==> config.mk <==
export PLATFORM = sky130hd
export DESIGN_NAME = queue_counter
export DESIGN_NICKNAME = d
export VERILOG_FILES = /design/src/rtl/queue_pkg.sv /design/src/rtl/queue_counter_rise_detect.sv /design/src/rtl/queue_counter.sv
export SDC_FILE = /design/constraint.sdc
export NUM_CORES = 1
export LEC_CHECK = 0
export CORE_UTILIZATION = 30
export DETAILED_ROUTE_END_ITERATION = 6
export GPL_TIMING_DRIVEN = 0
export MAX_ROUTING_LAYER = met4
export SLEW_MARGIN = 5
export SYNTH_ARGS = -nofsm -noshare
export SYNTH_HDL_FRONTEND = slang
export SYNTH_SLANG_ARGS = --single-unit
export TNS_END_PERCENT = 10
==> constraint.sdc <==
create_clock -name clk -period 2.5 [get_ports clk]
set_input_delay 0.75 -clock clk [delete_from_list [all_inputs] [get_ports clk]]
set_output_delay 0.75 -clock clk [all_outputs]
set_load 0.01 [all_outputs]
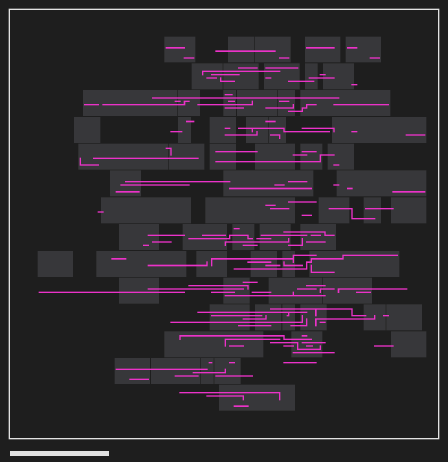
Fig. 1. Met1 routing.
Scale bar: 10 um. Cells faint in the background.
- share of all routed wire: 45%
- nets with wire on the layer: 64
- longest straight run: 18.9 um
- wire length on this layer: 483 um
met1 GRT Util: 0.160
Vias: 411
Post-Route WL: 1080 um

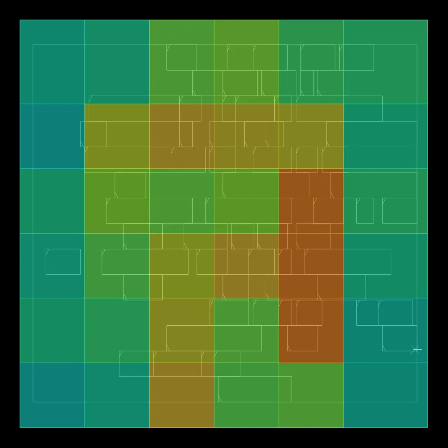
Fig. 2. Track usage over the die.
M2 GR Usage: 0.215
Global Route Usage Sum: 0.132

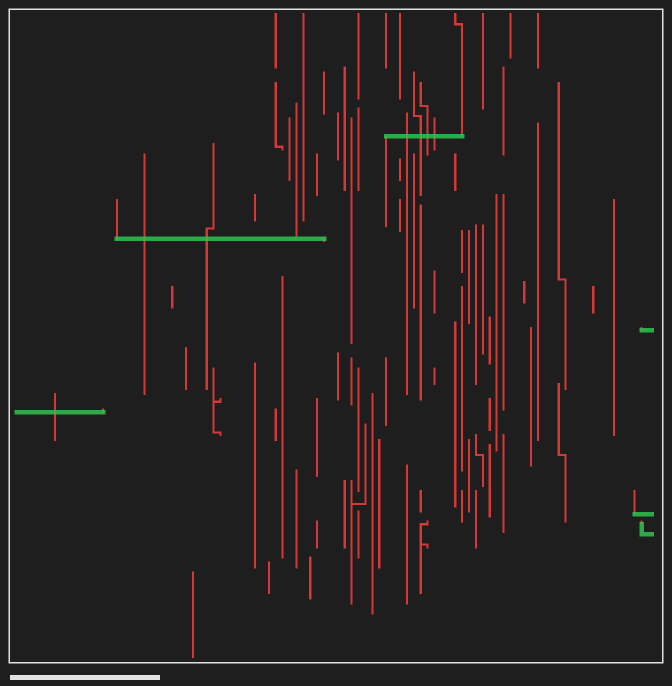
Fig. 3. Signal wires by layer.
Scale bar: 10 um. Only two layers are drawn.
- metal 2: red (wire length 571 um)
- metal 3: green (wire length 27.8 um)
drt wl/cell: 13.3 um

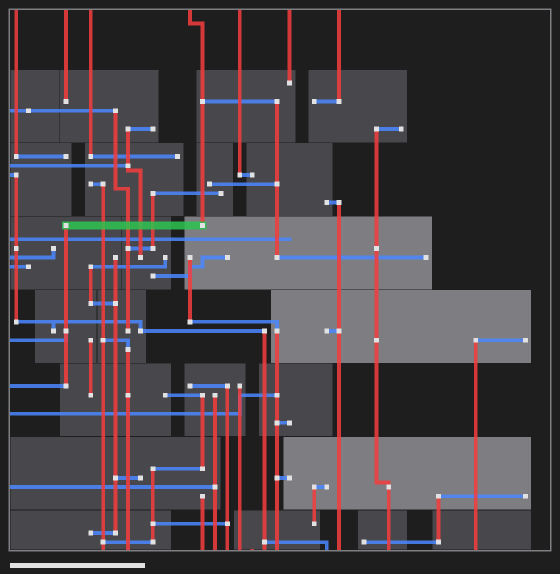
Fig. 4. Layout detail.
Scale bar: 5 um. Window x 23 to 43, y 23 to 43 um. Cells in gray, sequential cells in the stronger gray; small squares are vias.
- metal 3: green
- metal 2: red
- metal 1: blue
- sequential cells in the window: 3
- most frequent: clkdlybuf4s50_1 (6), ha_4 (2), dfrtp_1 (2)
- cells with their middle in the window: 23

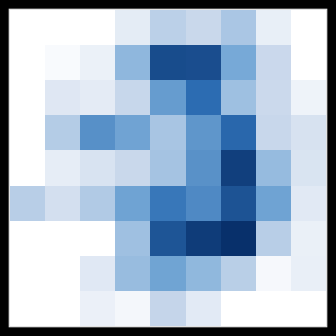
Fig. 5. Wiring heat map.
9 x 9 tiles, from white (low) to dark blue (high), scaled to the fullest tile. Values are wire area over tile area, all layers added.
- mean over tiles: 0.087
- nearly empty tiles: 24%
- emptiest ninth of the die: lower left
- fullest tile: 0.30

==> out/qor.csv <==
metric,value,unit
yosys_cells,47,
start_kind,flip-flop,
synthFlopType,dfrtp_1,
n_antenna_cell,0,
setup_violations,0,
synth.avg_cell_area,11.0,um2
cp.arrival,1.69,ns
ctsHoldBuffers,0,
r2r_setup_slack,0.28,ns
cpPeakStageDelay,0.59,ns
postCtsSetupBuffers,2,
dpl_cell_area,678,um2
cp_max_fo,8,
drt_pre_antenna_iters,6,
p_per_area,956,mW/mm2
p_clk_frac,0.126,
yosysTopAreaCell,dfrtp_1,
synth_cells,47,
tns,0,ns
grt_first_pass_wirelength,1770,um
violations,DRC,
stdcell_area,767,um2
port_buffers,13,
top_cell,dfrtp_1,
core_area,0.00156,mm2
overflow,0,
grt_max_degree,9,
end_kind,primary output,
timing.final.crit_share,0.976,
tool_warnings,28,
cts.sinks,8,
p_comb_frac,0.569,
seqPwrFrac,0.305,
edf_count,0,
area_growth,48.8,%
place.gp.congestion,0.614,
fin_ws,0.0606,ns
rsz0062_at_grt,no,
leakage,0.299,nW
rows,14,
drive_above_1_share,0.354,
clk_pin_slew,0.05,ns
synthDominantCellAreaShare,0.291,
p_sw_frac,0.377,
grt_pass1_vias,398,
drv_slew,0,
crit_slowest_cell,clkdlybuf4s50_1,
p_switching,0.277,mW
hold_path_depth,2,
drv_cap,0,
ir_worst_vdd,471,uV
htreeDepth,1,
route.detailed.drc,2,
clk_latency,0.25,ns
netlist_area,515,um2
clock_skew,0.00344,ns
finalCoreUtilization,0.492,
ys_types,31,
clockBufferDepth,2,
async_reset_ff_frac,1.00,
tightest_slew,0.411,ns
ios,14,
criticalPathCategory,reg2out,
fp_nets,55,
netlist_top_cells_area,"dfrtp_1 (29%), dfstp_2 (10%), ha_1 (7.3%), a2111oi_4 (5.3%), buf_6 (4.4%)",
max_freq,410,MHz
hpwl,716,um
cts_root_buf,clkbuf_4,
nets,75,
synth_seq_share,0.393,
fp-utilization,0.331,
cts-resized-gates,11,
status,"complete, but fails checks",
holdCritPathClass,reg2reg,
vias_per_cell,5.07,
antenna_found_initial,0,
hold_violations,0,
yosys_warnings,0,
drtAntennaViolNets,0,
p_int,0.456,mW
yosys-top-cells-count,"dfrtp_1 (6), inv_1 (5), ha_1 (3)",
synth_chip_area,515,um2
place_ws,-0.467,ns
slew_headroom,0.722,
die_w,43.5,um
required,1.75,ns
r2r_cells,10,
synth_flops,8,
chipHeight,43.5,um
min_period,2.44,ns
numCtsBuffers,3,
cts_tree,built,
drt_iter0_drc,10,
largest_reg_flops,4,
crit_chain,buf_6 > nor4_4 > clkdlybuf4s50_1,
dieArea,0.00189,mm2
-- worst max-delay path, delay by kind of cell (launching register included) --
kind / cells / cell delay, ns
buf+inv: 2 / 0.74
flops: 1 / 0.39
simple gates: 1 / 0.32
-- cell families (layout without fill, tap and decap cells) --
logic type      Yosys count  after routing  synth area share
compound gates            8              8             0.165
fa+ha+maj                 3              3            0.0728
simple gates             15             15             0.187
xor+xnor                  3              3            0.0510
buf+inv                   8             26            0.0898
mux                       2              2            0.0413
flops                     8              8             0.393
-- cells in the final DEF, fill, tap and decap left out, drive strengths merged, types with 3 or more instances in the layout --
master,instances
clkbuf,3
clkdlybuf4s50,11
buf,5
dfrtp,6
inv,5
ha,3
-- cell type report --
class / instances / area (um2)
Buffer: 2 / 16.3
Multi-Input combinational cell: 31 / 337
Clock buffer: 3 / 22.5
Sequential cell: 8 / 203
Tap cell: 16 / 20.0
Inverter: 5 / 18.8
Fill cell: 141 / 792
Timing Repair Buffer: 16 / 150
-- metrics by stage --
step	power (mW)	hold slack, ns	cells
after floorplan	0.448	0.454	47
after global placement	0.591	0.526	76
after detailed placement	0.594	0.535	76
after CTS	0.723	0.540	80
after global routing	0.786	0.565	81
final	0.733	0.543	81
-- power groups by stage --
stage	Combinational (mW)	Clock (mW)	Sequential (mW)
floorplan	0.220	0	0.228
global placement	0.372	0	0.219
detailed placement	0.375	0	0.219
CTS	0.402	0.0974	0.224
global route	0.454	0.101	0.230
finish	0.417	0.0926	0.224
-- layer usage --
metal | up-vias | global-route usage | wire, um
met2 | 8 | 0.215 | 571
met4 | 0 | 0.0188 | 0
met3 | 0 | 0.0500 | 27
met1 | 199 | 0.160 | 483
met5 | - | - | 0
li1 | 204 | - | -
Power is estimated from default activity; no workload was simulated.
